### config.mk
export PLATFORM = sky130hd
export DESIGN_NAME = noc_link_channel
export DESIGN_NICKNAME = d
export VERILOG_FILES = /design/src/rtl/satswarmv2_pkg.sv /design/src/rtl/noc_pkt_fifo.sv /design/src/rtl/noc_link_channel.sv
export SDC_FILE = /design/constraint.sdc
export NUM_CORES = 1
export LEC_CHECK = 0
export CORE_MARGIN = 2
export CORE_UTILIZATION = 50
export DETAILED_ROUTE_END_ITERATION = 12
export HOLD_SLACK_MARGIN = 0.08
export PLACE_DENSITY = 0.77
export RECOVER_POWER = 25
export SLEW_MARGIN = 15
export SYNTH_ARGS = -nofsm -noshare
export SYNTH_HDL_FRONTEND = slang
export SYNTH_SLANG_ARGS = --single-unit
### constraint.sdc
create_clock -name clk -period 4.8 [get_ports clk]
set_input_delay 1.44 -clock clk [delete_from_list [all_inputs] [get_ports clk]]
set_output_delay 1.44 -clock clk [all_outputs]
set_load 0.03 [all_outputs]
### src/rtl/satswarmv2_pkg.sv
// ============================================================================
// Module      : satswarmv2_pkg
// Description : Shared NoC packet types, message codes and link defaults.
// Revision    : 1.0 - initial release
// ============================================================================
`default_nettype none

package satswarmv2_pkg;

    typedef enum logic [2:0] {
        MSG_NOP     = 3'd0,
        MSG_DIVERGE = 3'd1,
        MSG_CLAUSE  = 3'd2,
        MSG_STATUS  = 3'd3,
        MSG_SHARE   = 3'd4
    } msg_type_e;

    typedef struct packed {
        msg_type_e   msg_type;
        logic [7:0]  src_id;
        logic [7:0]  quality_metric;
        logic [63:0] payload;
    } noc_packet_t;

    localparam int         NOC_DIV_DEPTH       = 2;
    localparam int         NOC_CLS_DEPTH       = 4;
    localparam logic [7:0] NOC_LBD_MAX_DEFAULT = 8'd6;

    // Low-quality clauses (high LBD) are not worth forwarding across the mesh.
    function automatic logic is_lbd_filtered(input noc_packet_t pkt, input logic [7:0] lbd_max);
        return (pkt.msg_type == MSG_CLAUSE) && (pkt.quality_metric > lbd_max);
    endfunction

endpackage

`default_nettype wire

### src/rtl/noc_pkt_fifo.sv
// ============================================================================
// Module      : noc_pkt_fifo
// Description : Registered circular packet queue with occupancy and flush.
// Revision    : 1.0 - initial release
// ============================================================================
`default_nettype none

module noc_pkt_fifo
    import satswarmv2_pkg::*;
#(
    parameter int DEPTH = 4
)(
    input  logic                         clk,
    input  logic                         rst_n,
    input  logic                         flush,
    input  logic                         push,
    input  noc_packet_t                  push_pkt,
    input  logic                         pop,
    output noc_packet_t                  head_pkt,
    output logic                         full,
    output logic                         empty,
    output logic [$clog2(DEPTH+1)-1:0]   count
);

    localparam int                 PTR_W    = $clog2(DEPTH);
    localparam int                 CNT_W    = $clog2(DEPTH+1);
    localparam logic [CNT_W-1:0]   FULL_CNT = CNT_W'(DEPTH);

    noc_packet_t        r_mem [DEPTH];
    logic [PTR_W-1:0]   r_wr_ptr;
    logic [PTR_W-1:0]   r_rd_ptr;
    logic [CNT_W-1:0]   r_count;

    logic               w_do_push;
    logic               w_do_pop;

    assign full      = (r_count == FULL_CNT);
    assign empty     = (r_count == '0);
    assign count     = r_count;
    assign head_pkt  = r_mem[r_rd_ptr];

    // Flush wins over any same-cycle push or pop.
    assign w_do_push = push && !full  && !flush;
    assign w_do_pop  = pop  && !empty && !flush;

    always_ff @(posedge clk or negedge rst_n) begin
        if (!rst_n) begin
            r_wr_ptr <= '0;
            r_rd_ptr <= '0;
            r_count  <= '0;
        end else if (flush) begin
            r_wr_ptr <= '0;
            r_rd_ptr <= '0;
            r_count  <= '0;
        end else begin
            if (w_do_push) begin
                r_wr_ptr <= r_wr_ptr + 1'b1;
            end
            if (w_do_pop) begin
                r_rd_ptr <= r_rd_ptr + 1'b1;
            end
            case ({w_do_push, w_do_pop})
                2'b10:   r_count <= r_count + 1'b1;
                2'b01:   r_count <= r_count - 1'b1;
                default: r_count <= r_count;
            endcase
        end
    end

    always_ff @(posedge clk) begin
        if (w_do_push) begin
            r_mem[r_wr_ptr] <= push_pkt;
        end
    end

endmodule

`default_nettype wire

### src/rtl/noc_link_channel.sv
// ============================================================================
// Module      : noc_link_channel
// Description : Two-class buffered NoC link; divergence strictly ahead of
//               clause traffic, with LBD filtering of clauses.
// Revision    : 1.0 - initial release
// ============================================================================
`default_nettype none

module noc_link_channel
    import satswarmv2_pkg::*;
#(
    parameter int         DIV_DEPTH = NOC_DIV_DEPTH,
    parameter int         CLS_DEPTH = NOC_CLS_DEPTH,
    parameter logic [7:0] LBD_MAX   = NOC_LBD_MAX_DEFAULT
)(
    input  logic                              clk,
    input  logic                              rst_n,
    input  noc_packet_t                       in_pkt,
    input  logic                              in_valid,
    output logic                              in_ready,
    output noc_packet_t                       out_pkt,
    output logic                              out_valid,
    input  logic                              out_ready,
    input  logic                              flush,
    output logic [$clog2(DIV_DEPTH+1)-1:0]    div_count,
    output logic [$clog2(CLS_DEPTH+1)-1:0]    cls_count,
    output logic [15:0]                       drop_cnt
);

    logic          w_is_div;
    logic          w_is_drop;
    logic          w_accept;
    logic          w_div_push;
    logic          w_cls_push;
    logic          w_div_pop;
    logic          w_cls_pop;
    logic          w_div_full;
    logic          w_div_empty;
    logic          w_cls_full;
    logic          w_cls_empty;
    noc_packet_t   w_div_head;
    noc_packet_t   w_cls_head;
    logic [15:0]   r_drop_cnt;

    assign w_is_div  = (in_pkt.msg_type == MSG_DIVERGE);
    assign w_is_drop = is_lbd_filtered(in_pkt, LBD_MAX);

    // Independent of in_valid/out_ready so the sender's ack logic sees no loop.
    assign in_ready  = !flush && (w_is_div  ? !w_div_full :
                                  w_is_drop ? 1'b1        : !w_cls_full);

    assign w_accept   = in_valid && in_ready;
    assign w_div_push = w_accept && w_is_div;
    assign w_cls_push = w_accept && !w_is_div && !w_is_drop;

    assign out_valid  = !w_div_empty || !w_cls_empty;
    assign w_div_pop  = out_ready && !w_div_empty;
    assign w_cls_pop  = out_ready &&  w_div_empty && !w_cls_empty;

    always_comb begin
        out_pkt = '0;
        if (!w_div_empty) begin
            out_pkt = w_div_head;
        end else if (!w_cls_empty) begin
            out_pkt = w_cls_head;
        end
    end

    noc_pkt_fifo #(
        .DEPTH    (DIV_DEPTH)
    ) u_div_fifo (
        .clk      (clk),
        .rst_n    (rst_n),
        .flush    (flush),
        .push     (w_div_push),
        .push_pkt (in_pkt),
        .pop      (w_div_pop),
        .head_pkt (w_div_head),
        .full     (w_div_full),
        .empty    (w_div_empty),
        .count    (div_count)
    );

    noc_pkt_fifo #(
        .DEPTH    (CLS_DEPTH)
    ) u_cls_fifo (
        .clk      (clk),
        .rst_n    (rst_n),
        .flush    (flush),
        .push     (w_cls_push),
        .push_pkt (in_pkt),
        .pop      (w_cls_pop),
        .head_pkt (w_cls_head),
        .full     (w_cls_full),
        .empty    (w_cls_empty),
        .count    (cls_count)
    );

    // Drop count survives flush; only reset clears it.
    always_ff @(posedge clk or negedge rst_n) begin
        if (!rst_n) begin
            r_drop_cnt <= '0;
        end else if (w_accept && w_is_drop && (r_drop_cnt != 16'hFFFF)) begin
            r_drop_cnt <= r_drop_cnt + 16'd1;
        end
    end

    assign drop_cnt = r_drop_cnt;

endmodule

`default_nettype wire

==> out/qor.txt <==
Outcome: complete, no violations
PD cells: 515 mW/mm^2
Placed inst area: 0.0231 sq mm
Fin cells: 1840
Logic pwr share: 26.7%
Final instance area: 0.0248 sq mm
CTS tree: yes
P_seq: 5.31 mW
Crit path DRT: 3.36 ns
Main flop type after synthesis: edfxtp_1
Power in the clock group: 4.06 mW
Register area share after synthesis: 77.7%
PortBufs: 193
GRT busiest layer: met2
Design Power: 12.8 mW
Die X: 205 um
Top cells excl fill/tap: edfxtp_1, clkdlybuf4s50_1, nand2_1, o21ai_0, mux2i_1
Slowest cell delay on critical path: 0.56 ns
Endpoints failing setup: 0
LEAKAGE: 7.84 nW
Final GP Congestion: 0.787
Simple-Gate Fraction of Synth Area: 3.69%
Most frequent logic cell in the layout: edfxtp_1
Post-DRT Antenna Nets: 0
Post-Syn Area: 0.0201 sq mm
Tool warnings: 29
# nets final: 1361
Buffer and inverter count on the worst path: 2
GRT overflow: 0
Fmax: 0.216 GHz
Slew @ Worst Pin: 0.816 ns
RSZ-0062 raised after global routing: false
Cell count after placement: 1739
Row count: 73
Hold-fix buffers at CTS: 0
Critical Path Start: in_pkt[71]
Reg2reg start: u_cls_fifo.count[0]$_DFFE_PN0P_
Synthesis area per yosys: 0.0201 sq mm
DR WL met3: 2430 um
Share of flip-flops with an asynchronous set or reset: 5.14%
Area grow syn2layout: 23.3%
Finished Core Util: 62.5%
Synth top area share: 74.3%
PostCTS Resize Cnt: 0
R2R Setup Slk: 2.43 ns
RR Endpoint: u_cls_fifo.count[2]$_DFFE_PN0P_
Layout Skew: 0.0245 ns
Starting Density: 50.6%
Critical path arrival: 3.20 ns
Average routed wire per standard cell: 22.4 um
Max-slew violations: 0
First-pass GRT wire length: 63100 um
Hold Path Sink: drop_cnt[8]$_DFFE_PN0P_
Sequential power share: 41.6%
DR DRC count: 0
Mux cell area share: 13.8%
Core area: 0.0397 sq mm
Cell type with the largest total area: edfxtp_1
Switching Share: 29.4%
Clock Tree Buf Depth: 3
Most numerous cell in the Yosys netlist: edfxtp_1
Post-synth EDFFs: 498
NetSw: 3.76 mW
Main logic family after synthesis: multiplexers
Met2 wire len: 20600 um
Ys flops: 525
R2R depth: 7
Initial drt markers: 700
Worst Hold Slack: 0.528 ns
Share of cells above drive strength 1: 17.0%
==> sequential cells by signal, indices dropped and copies added, names as in the netlist <==
register and cells:
u_cls_fifo.r_rd_ptr 2, u_cls_fifo.count 3, u_div_fifo.count 2, u_cls_fifo.r_wr_ptr 2
u_div_fifo.r_rd_ptr 1, drop_cnt 16, u_div_fifo.r_wr_ptr 1, u_div_fifo.r_mem 166
u_cls_fifo.r_mem 332
==> final cells by class <==
class | instances | area [sq um]
repair buffers | 231 | 2430
inverters | 5 | 18.8
clock buffers | 67 | 1410
clock inverters | 28 | 335
fillers | 2765 | 14900
diodes | 6 | 15.0
multi-input cells | 453 | 4310
flip-flops and latches | 525 | 15600
well taps | 525 | 657
Fig. 1: signal wires on met2
Drawn at 2 px/um.
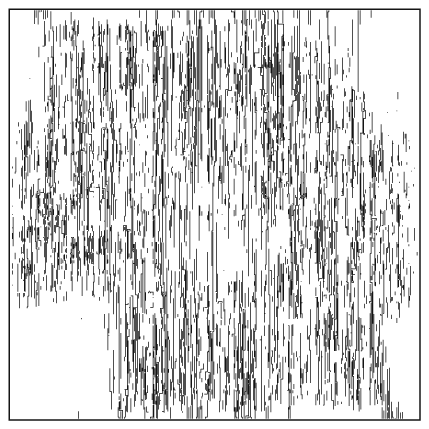
main direction	vertical
nets with wire on the layer	1203
vias after detailed routing: 10.3k
wirelength, routed: 41300 um

Fig. 2: the metal 1 layer
Drawn at 2 px/um.
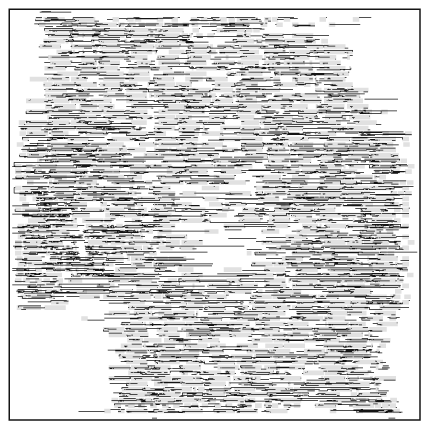
wire length on this layer	17600 um
share of all routed wire	43%
grt met1 use: 28.0%

Fig. 3: metal 3
Drawn at 1.5 px/um.
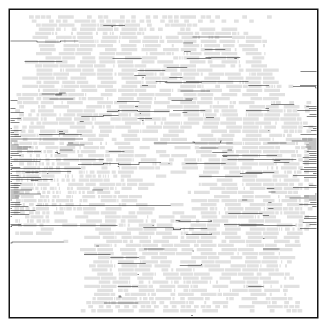
nets with wire on the layer	151
wire length on this layer	2430 um
main direction	horizontal
share of all routed wire	5.9%
longest straight run	89.7 um
met3 Use GR: 3.95%

Power is estimated from default activity; no workload was simulated.
